[config.mk]
export PLATFORM = sky130hd
export DESIGN_NAME = serial_adder_ctrl
export DESIGN_NICKNAME = d
export VERILOG_FILES = /design/src/rtl/serial_adder_ctrl.sv
export SDC_FILE = /design/constraint.sdc
export NUM_CORES = 1
export LEC_CHECK = 0
export ABC_CLOCK_PERIOD_IN_PS = 1400
export CAP_MARGIN = 40
export CORE_ASPECT_RATIO = 1.5
export CORE_MARGIN = 2
export CORE_UTILIZATION = 45
export CTS_BUF_LIST = sky130_fd_sc_hd__clkbuf_16
export CTS_CLUSTER_DIAMETER = 100
export DETAILED_ROUTE_END_ITERATION = 16
export PLACE_DENSITY_LB_ADDON = 0.1
export SLEW_MARGIN = 20
export SYNTH_ARGS = -nofsm -noshare
export SYNTH_HDL_FRONTEND = slang
export SYNTH_SLANG_ARGS = --single-unit
[constraint.sdc]
create_clock -name clk -period 1.4 [get_ports clk]
set_clock_uncertainty 0.15 [all_clocks]
set_input_delay 0.28 -clock clk [delete_from_list [all_inputs] [get_ports clk]]
set_output_delay 0.28 -clock clk [all_outputs]
set_load 0.02 [all_outputs]
[src/rtl/serial_adder_ctrl.sv]
// Bit-serial unsigned adder: one full-add cell reused LSB-first, one bit per clock.
// Define SERIAL_ADDER_CIN_EN to add the cin port and seed the carry FF from it.
module serial_adder_ctrl #(
  parameter int unsigned WIDTH = 8
) (
  input  logic             clk,
  input  logic             rst,
  input  logic             start,
  input  logic [WIDTH-1:0] a,
  input  logic [WIDTH-1:0] b,
`ifdef SERIAL_ADDER_CIN_EN
  input  logic             cin,
`endif
  output logic             busy,
  output logic             done,
  output logic [WIDTH-1:0] sum,
  output logic             cout
);

  localparam int unsigned CW = $clog2(WIDTH);

  typedef enum logic [1:0] {IDLE, RUN, DONE} state_t;

  state_t           state;
  logic [WIDTH-1:0] ra, rb;
  logic [WIDTH-2:0] rs;
  logic             c;
  logic [CW-1:0]    cnt;

  logic             s, cn, c0;
  logic [WIDTH-1:0] rs_next;

`ifdef SERIAL_ADDER_CIN_EN
  assign c0 = cin;
`else
  assign c0 = 1'b0;
`endif

  // rs keeps only the WIDTH-1 bits gathered so far; the current bit completes the word.
  always_comb begin
    s       = ra[0] ^ rb[0] ^ c;
    cn      = (ra[0] & rb[0]) | (c & (ra[0] ^ rb[0]));
    rs_next = {s, rs};
  end

  always_ff @(posedge clk) begin
    if (rst) begin
      state <= IDLE;
      ra    <= '0;
      rb    <= '0;
      rs    <= '0;
      c     <= 1'b0;
      cnt   <= '0;
      busy  <= 1'b0;
      done  <= 1'b0;
      sum   <= '0;
      cout  <= 1'b0;
    end else begin
      done <= 1'b0;
      case (state)
        IDLE, DONE: begin
          if (start) begin
            ra    <= a;
            rb    <= b;
            c     <= c0;
            cnt   <= '0;
            busy  <= 1'b1;
            state <= RUN;
          end else begin
            busy  <= 1'b0;
            state <= IDLE;
          end
        end
        RUN: begin
          ra  <= ra >> 1;
          rb  <= rb >> 1;
          rs  <= rs_next[WIDTH-1:1];
          c   <= cn;
          cnt <= cnt + CW'(1);
          if (cnt == CW'(WIDTH - 1)) begin
            sum   <= rs_next;
            cout  <= cn;
            done  <= 1'b1;
            busy  <= 1'b0;
            state <= DONE;
          end
        end
        default: begin
          busy  <= 1'b0;
          state <= IDLE;
        end
      endcase
    end
  end

endmodule

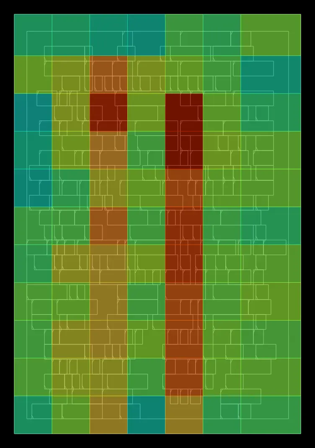
**Above:** run 1 (routing congestion).
met2 GRT Util: 31.6%
GRT met3 Usage: 5.29%
GRT busiest layer: met2
met1 Track Usage GR: 19.8%
Final Util: 65.8%

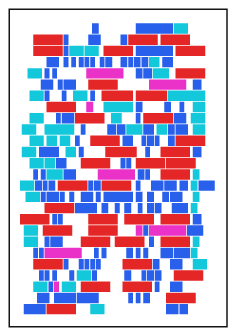
**Above:** run 1 (placement by cell class).
Blue stands for all other logic, cells 136. Magenta stands for clock drivers and dummy loads, cells 8. Red stands for flip-flops, cells 40. Cyan stands for other buffers and delay cells, cells 42.
row count: 26
flop share of the area: 36.1%
core area: 3380 um2

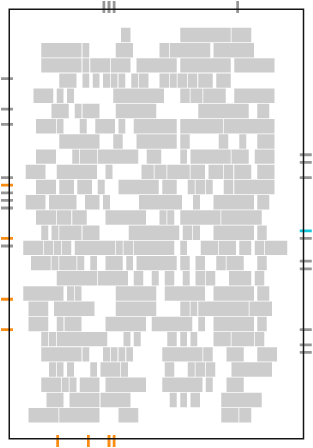
**Above:** run 1 (pin placement).
Pins as bars across the die edge, other pins in grey.
Cyan stands for cout, pins 1, direction output, edge right. Orange stands for b, pins 8, direction input, edge 4 bottom, 4 left.
Buffers on Ports: 29
die extent in x: 52.4 um

==> metrics.csv, run 1 <==
stage,metric,value,unit
status,outcome,finished clean,
critical_path,crit path cell chain,dlygate4sd2_1,
detailed_routing,DR vias,1456,
clock_tree,CTS Buffer Depth,2,
yosys,synth warn,0,
yosys,Yosys reg bits,40,
run,OpenROAD warning count,28,
finish,Top cells excl fill/tap,"nand2_1, dfxtp_1, clkdlybuf4s50_1",
place,setup slack at placement,-0.330,ns
yosys,mux share,0,%
critical_path,WP data arrival,0.95,ns
grt,initial antenna violation count,0,
yosys,number of enable flip-flop cells,0,
critical_path,FF-to-FF End,sum[1]$_SDFFE_PP0P_,
power_and_ir_drop,Peak VDD IR,1.00,mV
place,DPL Wire Length,2300,um
grt,GRT Residual Overflow,0,
hold_path,Min-Delay Path Class,reg2reg,
final_timing,unrepaired setup endpoints after global routing,true,
grt,GR Util All Layers,18.5,%
critical_path,Critical Path Sink,sum[0],
detailed_routing,DR vias/cell,5.43,
critical_path,Buf/Inv on CP,1,
yosys,most common cell in the netlist,nand2_1,
critical_path,Worst path slowest cell,dlygate4sd2_1,
power_and_ir_drop,PD cells,1170,nW/um2
place,Placed Area,1950,um2
grt,vias in the first global route,1344,
yosys,syn avg cell area,8.18,um2
critical_path,CP max stage delay,0.34,ns
finish,Area Growth Syn to Fin,41.0,%
run,reported max-cap violation count,0,
critical_path,CP endpoint kind,output port,
finish,"Design Area, Final",2230,um2
grt,largest net degree at the start of global routing,33,
clock_tree,H-tree depth,2,
finish,Flop area,805,um2
clock_tree,Late-Pin Clk Latency,0.28,ns
hold_path,Hold EP,sum[0]$_SDFFE_PP0P_,
finish,biggest regs,"ra x8, rb x8, sum x8",
final_timing,Final Max Slew Viols,0,
critical_path,CP max FO,2,
clock_tree,CTS clock-pin slew for the worst setup and hold paths,0.06,ns
critical_path,Critical Path Start Type,register,
yosys,syn_nets,215,
hold_path,Worst Hold Depth,2,
clock_tree,clock root buffer,clkbuf_16,
yosys,Yosys top cell area share,50.7,%
critical_path,Crit path depth,1,
final_timing,final worst path period share,98.4,%
final_timing,Tmin final,1.38,ns
detailed_routing,WL/cell,13.4,um
yosys,cells in synth_stat.txt,193,
grt,first-pass GRT wire length,5580,um
yosys,yosys stat chip area,1580,um2
yosys,asr flop ratio synth,0,%
finish,ANT cells,0,
clock_tree,Num CTS Buffers,5,
final_timing,final setup margin,0.0224,ns
power_and_ir_drop,leak pwr,0.823,nW
yosys,Synth Instances,193,
yosys,adder share,2.85,%
detailed_routing,DR pass1 iterations,4,
yosys,synth cell count leaders,"nand2_1, dfxtp_1, a21oi_1, nor2_1, nand3_1",
-- run 1: report_power, final --
group	switching (mW)	internal, mW
registers	0.0344	1.19
logic	0.157	0.149
clock network	0.420	0.646
total	0.611	1.99
-- run 1: routing by layer --
layer  track usage [%]  routed length [um]
met3              5.29                 130
met5                 0                   0
met2              31.6                1980
met4              8.97                  58
met1              19.8                1430
-- run 1: repair_timing --
item / 4_1_cts / 5_1_grt
endpoints found under the setup margin: 21 / 19
pin swaps: 1 / 16
gates resized: 21 / 45
buffers inserted: 2 / 0
gates cloned: 1 / 0
-- run 1: area by class of cell --
| cell class | instances | area share [%] |
|---|---|---|
| clock buffer | 5 | 5.62 |
| clock inverter | 3 | 0.618 |
| multi-input combinational | 136 | 36.9 |
| sequential | 40 | 36.1 |
| tap | 42 | 2.36 |
| timing repair buffer | 42 | 18.4 |
==> run 2: changes to the inputs <==
REMOVE_ABC_BUFFERS = 1   (was unset)
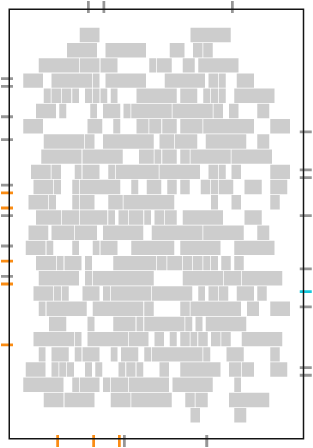
**Above:** run 2 (pin placement).
Pins as bars across the die edge, other pins in grey.
Cyan stands for cout, pins 1, direction output, edge right. Orange stands for b, pins 8, direction input, edge 5 left, 3 bottom.
All pins by edge: 13 left, 9 right, 5 bottom, 3 top.
Die Y: 76.6 um

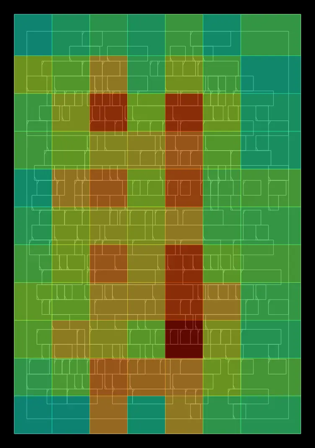
**Above:** run 2 (routing congestion).
GRT met3 Usage: 4.12%
Final Util: 66.4%
met2 GRT Util: 33.0%
met1 Track Usage GR: 23.4%

==> metrics.csv, run 2 <==
stage,metric,value,unit
run,reported max-cap violation count,0,
detailed_routing,DR pass1 iterations,4,
clock_tree,clock root buffer,clkbuf_16,
power_and_ir_drop,Peak VDD IR,1.07,mV
yosys,Yosys top cell area share,50.7,%
place,Buffers on Ports,29,
finish,biggest regs,"ra x8, rb x8, sum x8",
clock_tree,CTS clock-pin slew for the worst setup and hold paths,0.06,ns
final_timing,Final Max Slew Viols,0,
die,core area,3380,um2
clock_tree,H-tree depth,2,
yosys,Yosys reg bits,40,
finish,"Design Area, Final",2250,um2
grt,GRT Residual Overflow,0,
critical_path,Worst path slowest cell,dfxtp_2,
yosys,syn avg cell area,8.18,um2
critical_path,crit path cell chain,ha_4 -> ha_4 -> nand3b_1 -> buf_6 -> buf_12 -> nand2_2 -> a21oi_2,
place,setup slack at placement,-0.309,ns
die,Ports,30,
grt,GR Util All Layers,19.7,%
critical_path,Worst R2R Path Depth,7,
status,outcome,"complete, but fails checks",
final_timing,Tmin final,1.40,ns
clock_tree,CTS Buffer Depth,2,
hold_path,Min-Delay Path Class,reg2reg,
place,DPL Wire Length,2190,um
detailed_routing,antenna-violating nets left,0,
power_and_ir_drop,Pwr top,clock,
critical_path,FF-to-FF End,sum[4]$_SDFFE_PP0P_,
power_and_ir_drop,Internal Power,2.18,mW
detailed_routing,DR vias/cell,5.40,
final_timing,unrepaired setup endpoints after global routing,true,
hold_path,Worst Hold Depth,2,
final_timing,fmax,0.714,GHz
clock_tree,CTS tree,built,
yosys,synth warn,0,
yosys,number of enable flip-flop cells,0,
status,violated checks,negative setup slack,
critical_path,Critical Path Sink,sum[4]$_SDFFE_PP0P_,
yosys,cells in synth_stat.txt,193,
power_and_ir_drop,leak pwr,0.852,nW
clock_tree,cts repair resizes,30,
final_timing,Setup-failing EPs final,1,
clock_tree,Post-CTS Setup Bufs,2,
die,die extent in x,52.4,um
final_timing,setup TNS,-0.000843,ns
power_and_ir_drop,Comb power,306,uW
critical_path,CP max stage delay,0.35,ns
yosys,yosys stat chip area,1580,um2
grt,initial antenna violation count,0,
grt,vias in the first global route,1329,
critical_path,Buf/Inv on CP,2,
power_and_ir_drop,sequential power,1.23,mW
yosys,Synth Instances,193,
finish,Top cells excl fill/tap,"nand2_1, dfxtp_1, nor2_1, clkdlybuf4s50_1, a21oi_1",
power_and_ir_drop,sw power,638,uW
power_and_ir_drop,Sequential Power Share,43.6,%
yosys,most common cell in the netlist,nand2_1,
detailed_routing,WL/cell,13.5,um
finish,ANT cells,0,
power_and_ir_drop,Net Sw Frac,22.6,%
critical_path,CP endpoint kind,register,
clock_tree,Num CTS Buffers,5,
place,Placed Area,1970,um2
critical_path,Critical Path Start Type,register,
critical_path,Worst Setup SP,cnt[0]$_SDFFE_PP0P_,
finish,Flop area,805,um2
critical_path,Crit path depth,7,
critical_path,WP data arrival,1.42,ns
yosys,biggest area cells,"dfxtp_1, nand2_1, a311oi_1",
yosys,synth cell count leaders,"nand2_1, dfxtp_1, a21oi_1, nor2_1, nand3_1",
yosys,asr flop ratio synth,0,%
detailed_routing,WL final,3660,um
power_and_ir_drop,clock group share of total power,45.5,%
die,row count,26,
final_timing,final worst path period share,100,%
grt,first-pass GRT wire length,6020,um
finish,Area Growth Syn to Fin,42.3,%
power_and_ir_drop,PD cells,1260,nW/um2
clock_tree,Late-Pin Clk Latency,0.28,ns
power_and_ir_drop,combinational share of power,10.8,%
critical_path,CP max FO,5,
final_timing,final setup margin,-0.000843,ns
detailed_routing,DR vias,1468,
grt,largest net degree at the start of global routing,41,
run,OpenROAD warning count,26,
hold_path,Hold EP,sum[7]$_SDFFE_PP0P_,
power_and_ir_drop,Clk power,1.28,mW
place,placed insts,261,
[run 2: cell type report]
class                   instances  share of cell area [%]
clock buffers                   5                    5.57
clock inverters                 3                    1.89
multi-input cells             136                    34.9
flip-flops and latches         40                    35.8
well taps                      42                    2.34
repair buffers                 46                    19.5
[run 2: cells by family after synthesis]
logic type,after synthesis,share of synthesized area [%]
DFF,40,50.7
and+or+nand+nor,95,25.1
adders and majority gates,3,2.85
buffers and inverters,17,5.78
AOI/OAI and AO/OA,38,15.5
[run 2: metal layers]
metal / up-vias / wire (um) / part of all wire [%] / track usage, %
met4: 0 / 119 / 3.2 / 8.46
met1: 694 / 1390 / 38 / 23.4
met5: - / 0 / 0 / 0
li1: 726 / - / - / -
met2: 40 / 2020 / 55 / 33.0
met3: 8 / 142 / 3.9 / 4.12
Power and IR drop assume default switching activity.
